### src/rtl/xor_gate_env_pkg.sv
// Shared types and response codes for the XOR-gate environment.
// Also holds the helper that classifies a gate output event against the tracked level.
package xor_gate_env_pkg;

    typedef enum logic [2:0] {
        IDLE    = 3'd0,
        ISSUE_A = 3'd1,
        WAIT_A  = 3'd2,
        ISSUE_B = 3'd3,
        WAIT_B  = 3'd4,
        RSP     = 3'd5
    } env_state_e;

    typedef enum logic [1:0] {
        EV_NONE = 2'd0,
        EV_GOOD = 2'd1,
        EV_BAD  = 2'd2
    } ev_kind_e;

    localparam logic [1:0] RSP_OK      = 2'b00;
    localparam logic [1:0] RSP_TIMEOUT = 2'b01;
    localparam logic [1:0] RSP_POL     = 2'b10;
    localparam logic [1:0] RSP_SPUR    = 2'b11;

    // The expected event moves the output away from its current level; anything else is wrong.
    function automatic ev_kind_e classify_event(input logic ev_p, input logic ev_m, input logic level);
        if (!ev_p && !ev_m) begin
            return EV_NONE;
        end
        if (ev_p && ev_m) begin
            return EV_BAD;
        end
        return (ev_p != level) ? EV_GOOD : EV_BAD;
    endfunction

    function automatic logic [1:0] ok_code(input logic spur_seen);
        return spur_seen ? RSP_SPUR : RSP_OK;
    endfunction

endpackage

### src/rtl/xor_gate_env_timer.sv
// Clear/enable cycle counter for the environment's response timeout.
// hit marks the TIMEOUT-th enabled cycle since the last clear.
module xor_gate_env_timer #(
    parameter int TIMEOUT = 200,
    parameter int CNT_W   = 8
) (
    input  logic clk,
    input  logic reset,
    input  logic clr,
    input  logic en,
    output logic hit
);

    logic [CNT_W-1:0] count_q;
    logic [CNT_W-1:0] count_d;

    // The cycle where the count reads TIMEOUT-1 is the TIMEOUT-th cycle spent waiting.
    assign hit = en && (count_q == CNT_W'(TIMEOUT - 1));

    always_comb begin
        count_d = count_q;
        if (clr) begin
            count_d = '0;
        end else if (en && !hit) begin
            count_d = count_q + 1'b1;
        end
    end

    always_ff @(posedge clk) begin
        if (!reset) begin
            count_q <= '0;
        end else begin
            count_q <= count_d;
        end
    end

endmodule

### src/rtl/xor_gate_env_mealy.sv
// Initiator-side environment for the XOR-gate Mealy controller: turns level commands into
// single input pulses and checks each returned output event against a^b.
module xor_gate_env_mealy
    import xor_gate_env_pkg::*;
#(
    parameter int TIMEOUT = 200,
    parameter int CNT_W   = 8
) (
    input  logic       clk,
    input  logic       reset,
    input  logic       cmd_valid,
    output logic       cmd_ready,
    input  logic       cmd_a,
    input  logic       cmd_b,
    output logic       a_P,
    output logic       a_M,
    output logic       b_P,
    output logic       b_M,
    input  logic       out_P,
    input  logic       out_M,
    output logic       rsp_valid,
    input  logic       rsp_ready,
    output logic [1:0] rsp_code,
    output logic       cur_a,
    output logic       cur_b,
    output logic       cur_out
);

    env_state_e state_q, state_d;
    logic       cmd_a_q, cmd_a_d;
    logic       cmd_b_q, cmd_b_d;
    logic       cur_a_q, cur_a_d;
    logic       cur_b_q, cur_b_d;
    logic       cur_out_q, cur_out_d;
    logic       a_p_q, a_p_d;
    logic       a_m_q, a_m_d;
    logic       b_p_q, b_p_d;
    logic       b_m_q, b_m_d;
    logic [1:0] rsp_code_q, rsp_code_d;
    logic       spur_q, spur_d;

    logic       in_flight;
    logic       a_side;
    logic       any_ev;
    logic       spur_now;
    logic       b_change;
    logic       timer_clr;
    logic       timer_hit;
    ev_kind_e   ev;

    assign in_flight = state_q inside {ISSUE_A, WAIT_A, ISSUE_B, WAIT_B};
    assign a_side    = state_q inside {ISSUE_A, WAIT_A};
    assign any_ev    = out_P | out_M;
    assign spur_now  = spur_q | (!in_flight && any_ev);
    assign b_change  = cmd_b_q != cur_b_q;
    assign ev        = classify_event(out_P, out_M, cur_out_q);

    xor_gate_env_timer #(
        .TIMEOUT (TIMEOUT),
        .CNT_W   (CNT_W)
    ) u_timer (
        .clk   (clk),
        .reset (reset),
        .clr   (timer_clr),
        .en    (in_flight),
        .hit   (timer_hit)
    );

    always_comb begin
        state_d    = state_q;
        cmd_a_d    = cmd_a_q;
        cmd_b_d    = cmd_b_q;
        cur_a_d    = cur_a_q;
        cur_b_d    = cur_b_q;
        cur_out_d  = cur_out_q;
        a_p_d      = 1'b0;
        a_m_d      = 1'b0;
        b_p_d      = 1'b0;
        b_m_d      = 1'b0;
        rsp_code_d = rsp_code_q;
        spur_d     = spur_now;
        timer_clr  = 1'b0;

        case (state_q)
            IDLE: begin
                if (cmd_valid) begin
                    cmd_a_d = cmd_a;
                    cmd_b_d = cmd_b;
                    if (cmd_a != cur_a_q) begin
                        state_d   = ISSUE_A;
                        a_p_d     = cmd_a;
                        a_m_d     = !cmd_a;
                        timer_clr = 1'b1;
                    end else if (cmd_b != cur_b_q) begin
                        state_d   = ISSUE_B;
                        b_p_d     = cmd_b;
                        b_m_d     = !cmd_b;
                        timer_clr = 1'b1;
                    end else begin
                        state_d    = RSP;
                        rsp_code_d = ok_code(spur_now);
                    end
                end
            end

            ISSUE_A, WAIT_A, ISSUE_B, WAIT_B: begin
                if (state_q == ISSUE_A) begin
                    cur_a_d = cmd_a_q;
                end
                if (state_q == ISSUE_B) begin
                    cur_b_d = cmd_b_q;
                end
                state_d = a_side ? WAIT_A : WAIT_B;

                // A Mealy gate may answer within the ISSUE cycle, so events are honoured there too.
                if (ev == EV_GOOD) begin
                    cur_out_d = !cur_out_q;
                    if (a_side && b_change) begin
                        state_d   = ISSUE_B;
                        b_p_d     = cmd_b_q;
                        b_m_d     = !cmd_b_q;
                        timer_clr = 1'b1;
                    end else begin
                        state_d    = RSP;
                        rsp_code_d = ok_code(spur_now);
                    end
                end else if (ev == EV_BAD) begin
                    state_d    = RSP;
                    rsp_code_d = RSP_POL;
                end else if (timer_hit) begin
                    state_d    = RSP;
                    rsp_code_d = RSP_TIMEOUT;
                end
            end

            RSP: begin
                if (rsp_ready) begin
                    state_d = IDLE;
                    // Only the response that reported the stray event clears the flag.
                    if (rsp_code_q == RSP_SPUR) begin
                        spur_d = any_ev;
                    end
                end
            end

            default: begin
                state_d = IDLE;
            end
        endcase
    end

    always_ff @(posedge clk) begin
        if (!reset) begin
            state_q    <= IDLE;
            cmd_a_q    <= 1'b0;
            cmd_b_q    <= 1'b0;
            cur_a_q    <= 1'b0;
            cur_b_q    <= 1'b0;
            cur_out_q  <= 1'b0;
            a_p_q      <= 1'b0;
            a_m_q      <= 1'b0;
            b_p_q      <= 1'b0;
            b_m_q      <= 1'b0;
            rsp_code_q <= RSP_OK;
            spur_q     <= 1'b0;
        end else begin
            state_q    <= state_d;
            cmd_a_q    <= cmd_a_d;
            cmd_b_q    <= cmd_b_d;
            cur_a_q    <= cur_a_d;
            cur_b_q    <= cur_b_d;
            cur_out_q  <= cur_out_d;
            a_p_q      <= a_p_d;
            a_m_q      <= a_m_d;
            b_p_q      <= b_p_d;
            b_m_q      <= b_m_d;
            rsp_code_q <= rsp_code_d;
            spur_q     <= spur_d;
        end
    end

    assign cmd_ready = (state_q == IDLE);
    assign rsp_valid = (state_q == RSP);
    assign rsp_code  = rsp_code_q;
    assign a_P       = a_p_q;
    assign a_M       = a_m_q;
    assign b_P       = b_p_q;
    assign b_M       = b_m_q;
    assign cur_a     = cur_a_q;
    assign cur_b     = cur_b_q;
    assign cur_out   = cur_out_q;

endmodule
### config.mk
export PLATFORM = sky130hd
export DESIGN_NAME = xor_gate_env_mealy
export DESIGN_NICKNAME = d
export VERILOG_FILES = /design/src/rtl/xor_gate_env_pkg.sv /design/src/rtl/xor_gate_env_timer.sv /design/src/rtl/xor_gate_env_mealy.sv
export SDC_FILE = /design/constraint.sdc
export NUM_CORES = 1
export LEC_CHECK = 0
export ABC_AREA = 1
export CAP_MARGIN = 15
export CORE_UTILIZATION = 35
export DETAILED_ROUTE_END_ITERATION = 7
export DONT_BUFFER_PORTS = 1
export GPL_TIMING_DRIVEN = 0
export REMOVE_ABC_BUFFERS = 1
export SKIP_CTS_REPAIR_TIMING = 1
export SLEW_MARGIN = 20
export SYNTH_ARGS = -nofsm -noshare
export SYNTH_HDL_FRONTEND = slang
export SYNTH_HIERARCHICAL = 1
export SYNTH_SLANG_ARGS = --single-unit
### constraint.sdc
create_clock -name clk -period 1.9 [get_ports clk]
set_input_delay 0.38 -clock clk [delete_from_list [all_inputs] [get_ports clk]]
set_output_delay 0.38 -clock clk [all_outputs]
set_load 0.05 [all_outputs]
Sequential cells grouped by signal name:
Scale: 8 px per µm. Other sequential cells in the stronger grey, the rest of the logic in the fainter grey.
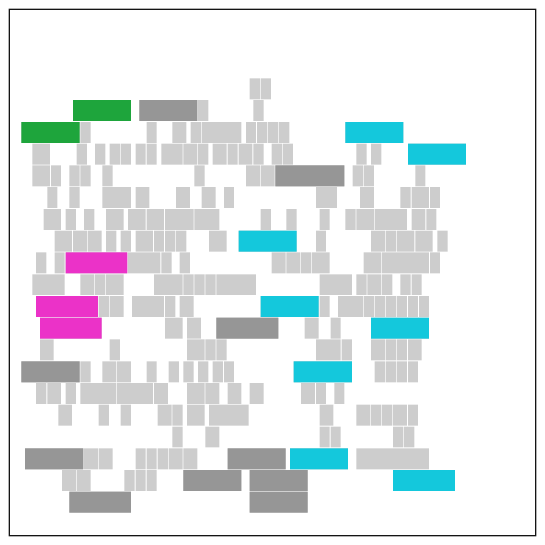
magenta -> state_q  # flops 3
cyan -> u_timer/count_q  # flops 8
green -> rsp_code  # flops 2
not coloured = 10
sequential cell power: 0.820 mW
flop share of the area: 0.3053
register area: 471.7 µm²
final core occ: 0.4098

Metal layers overlaid:
Scale: 6 px per µm. Two of the layers only.
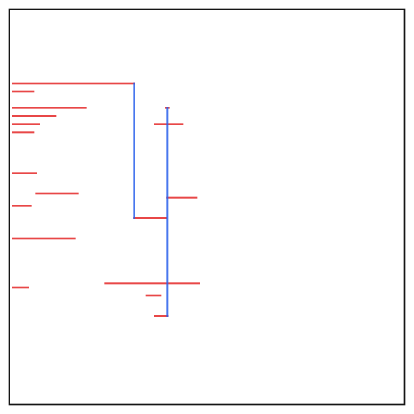
blue -> metal 4  # wire length 57.1 µm
red -> metal 3  # wire length 113 µm
gr usage total: 0.1486
WL/cell: 10.57 µm

I/O nets highlighted:
Scale: 8 px per µm.
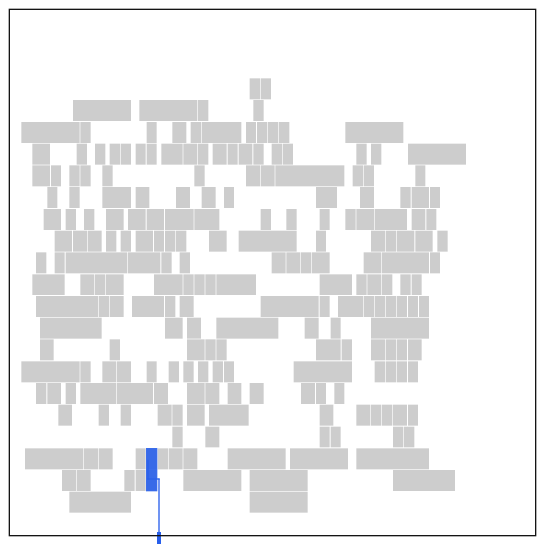
blue -> cmd_a  # direction input, edge bottom, end cells 2, buffers 0, wire 10.4 µm
I/O Buffers: 0
IO Count: 19

Cell outlines without signal wires:
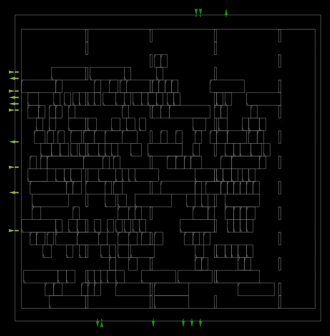
sequential cells: 23
Cell Rows: 22
core area: 3771 µm²

Signal metal coverage by tile:
Scale: 6 px per µm. The die is cut into 13 by 13 equal tiles; dark blue is low, red is high, scaled to the fullest tile. Values are wire area over tile area, all layers added.
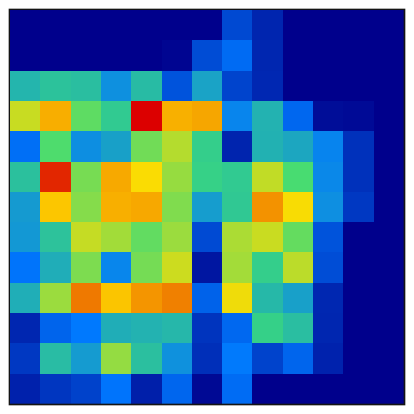
mean over tiles = 0.11
tiles over half the peak = 25%
nearly empty tiles = 27%
emptiest ninth of the die = upper right
fullest tile = 0.35
final WL: 2855 µm
vias post-DR: 1259

[layer usage]
layer	global-route usage	up-vias
met5	0	-
met4	0.06522	0
met3	0.02778	5
met2	0.2500	24
met1	0.1826	537
li1	-	693
[cell usage after synthesis]
library cell / number / area share
inv_1: 36 / 0.095
nand4_1: 5 / 0.022
nor2_4: 3 / 0.024
or2_1: 1 / 0.0044
nand2_1: 51 / 0.14
buf_2: 1 / 0.0035
a21oi_1: 13 / 0.046
nor3_1: 2 / 0.0071
ha_1: 3 / 0.027
nor3_4: 1 / 0.011
a31oi_1: 1 / 0.0044
buf_6: 1 / 0.0079
inv_2: 5 / 0.013
nor2_1: 24 / 0.064
xor2_1: 2 / 0.012
nand2_2: 6 / 0.027
nor2_2: 6 / 0.027
nand2_4: 2 / 0.016
o21ai_0: 11 / 0.039
o211ai_1: 1 / 0.0053
dfxtp_1: 23 / 0.33
nand3_2: 3 / 0.021
nand3_1: 18 / 0.064
[report_power, final]
group	leakage, nW	switching [mW]	internal (mW)
Combinational	0.455	0.676	0.307
Sequential	0.191	0.228	0.592
Clock	0.0255	0.170	0.147
Total	0.671	1.07	1.05
[path summary, 6_finish.rpt]
kind	start	end	cells past startpoint
setup / recovery	cur_b	u_timer/count_q[5]	8
hold / removal	reset	rsp_code[1]	2
setup reg to reg	cur_b	u_timer/count_q[5]	8
hold reg to reg	u_timer/count_q[7]	u_timer/count_q[7]	2
[area by class of cell]
class	instances	area (µm²)	share of cell area
clock buffers	3	41.29	0.02672
clock inverters	1	5.005	0.003239
inverters	41	158.9	0.1028
multi-input cells	153	800.8	0.5182
flip-flops and latches	23	471.7	0.3053
well taps	48	60.06	0.03887
repair buffers	1	7.507	0.004858
==> flow_summary.json <==
{
  "crit_chain": "ha_1 -> inv_1 -> nor2_1 -> o21ai_0 -> nor2_2 -> buf_4 -> nand2_1 -> nor2_1",
  "maxCapViolations": 0,
  "warnings": 26,
  "rsz0062_at_grt": "no",
  "crit_type": "reg2reg",
  "max-slew-margin-rel": 0.6310,
  "design_area_um2": 1545,
  "path_max_fanout": 6,
  "finalMaxSlewViolations": 0,
  "die_y_um": 65.62,
  "cts_tree": "built",
  "placed_area_um2": 1460,
  "post-place-ws_ns": -0.2220,
  "die_w_um": 65.62,
  "crit_family": "simple AND/OR/NAND/NOR gates",
  "layout_top_cells": "nand2_1 (51), inv_1 (36), nor2_1 (23)",
  "viasPerCell": 4.663,
  "crit_path_end_kind": "flop",
  "wl_met3_um": 112,
  "adder_share": 0.02650,
  "finalHoldViolations": 0,
  "fin_total_pwr_mw": 2.120,
  "finalCritPeriodShare": 0.8953,
  "dpl.cell_count": 265,
  "p_leak_nw": 0.6708,
  "clk_pin_slew_ns": 0.09,
  "regMostFlops": "u_timer/count_q",
  "crit_arrival_ns": 1.92,
  "xor_area_frac": 0.01237,
  "met2_length_um": 1304,
  "dr.pass1.iters": 4,
  "grt_overflow": 0,
  "finClkSkew_ns": 0.001924,
  "yosysSeqAreaShare": 0.3251,
  "synthCells": 219,
  "crit_buf_inv": 2,
  "fp_util": 0.3756,
  "r2r_slack_ns": 0.20,
  "area_growth_pct": 9.099,
  "numCtsBuffers": 3,
  "cp_slowest_cell": "dfxtp_2",
  "ys_sh_simple": 0.4214,
  "drtIter0Drc": 62,
  "status": "finished clean",
  "min-delay-path-class": "in2reg",
  "max_clock_freq_ghz": 0.5879,
  "ys_sh_mux": 0,
  "yosysWarnings": 6,
  "crit_top_cell": "nor2_1",
  "setup_viol": 0,
  "start_kind": "flop",
  "antenna_found_initial": 0,
  "grt_pass1_vias": 1177,
  "insertion_delay_ns": 0.27,
  "post_synth_ao_oa_area_fraction": 0.09452,
  "period_needed_ns": 1.701,
  "tightestPinTransition_ns": 0.5528,
  "lay_top_count": "nand2_1",
  "grt_max_degree": 14,
  "ant_nets": 0,
  "cts.sinks": 23,
  "holdWs_ns": 0.2285
}
Power and IR drop assume default switching activity.
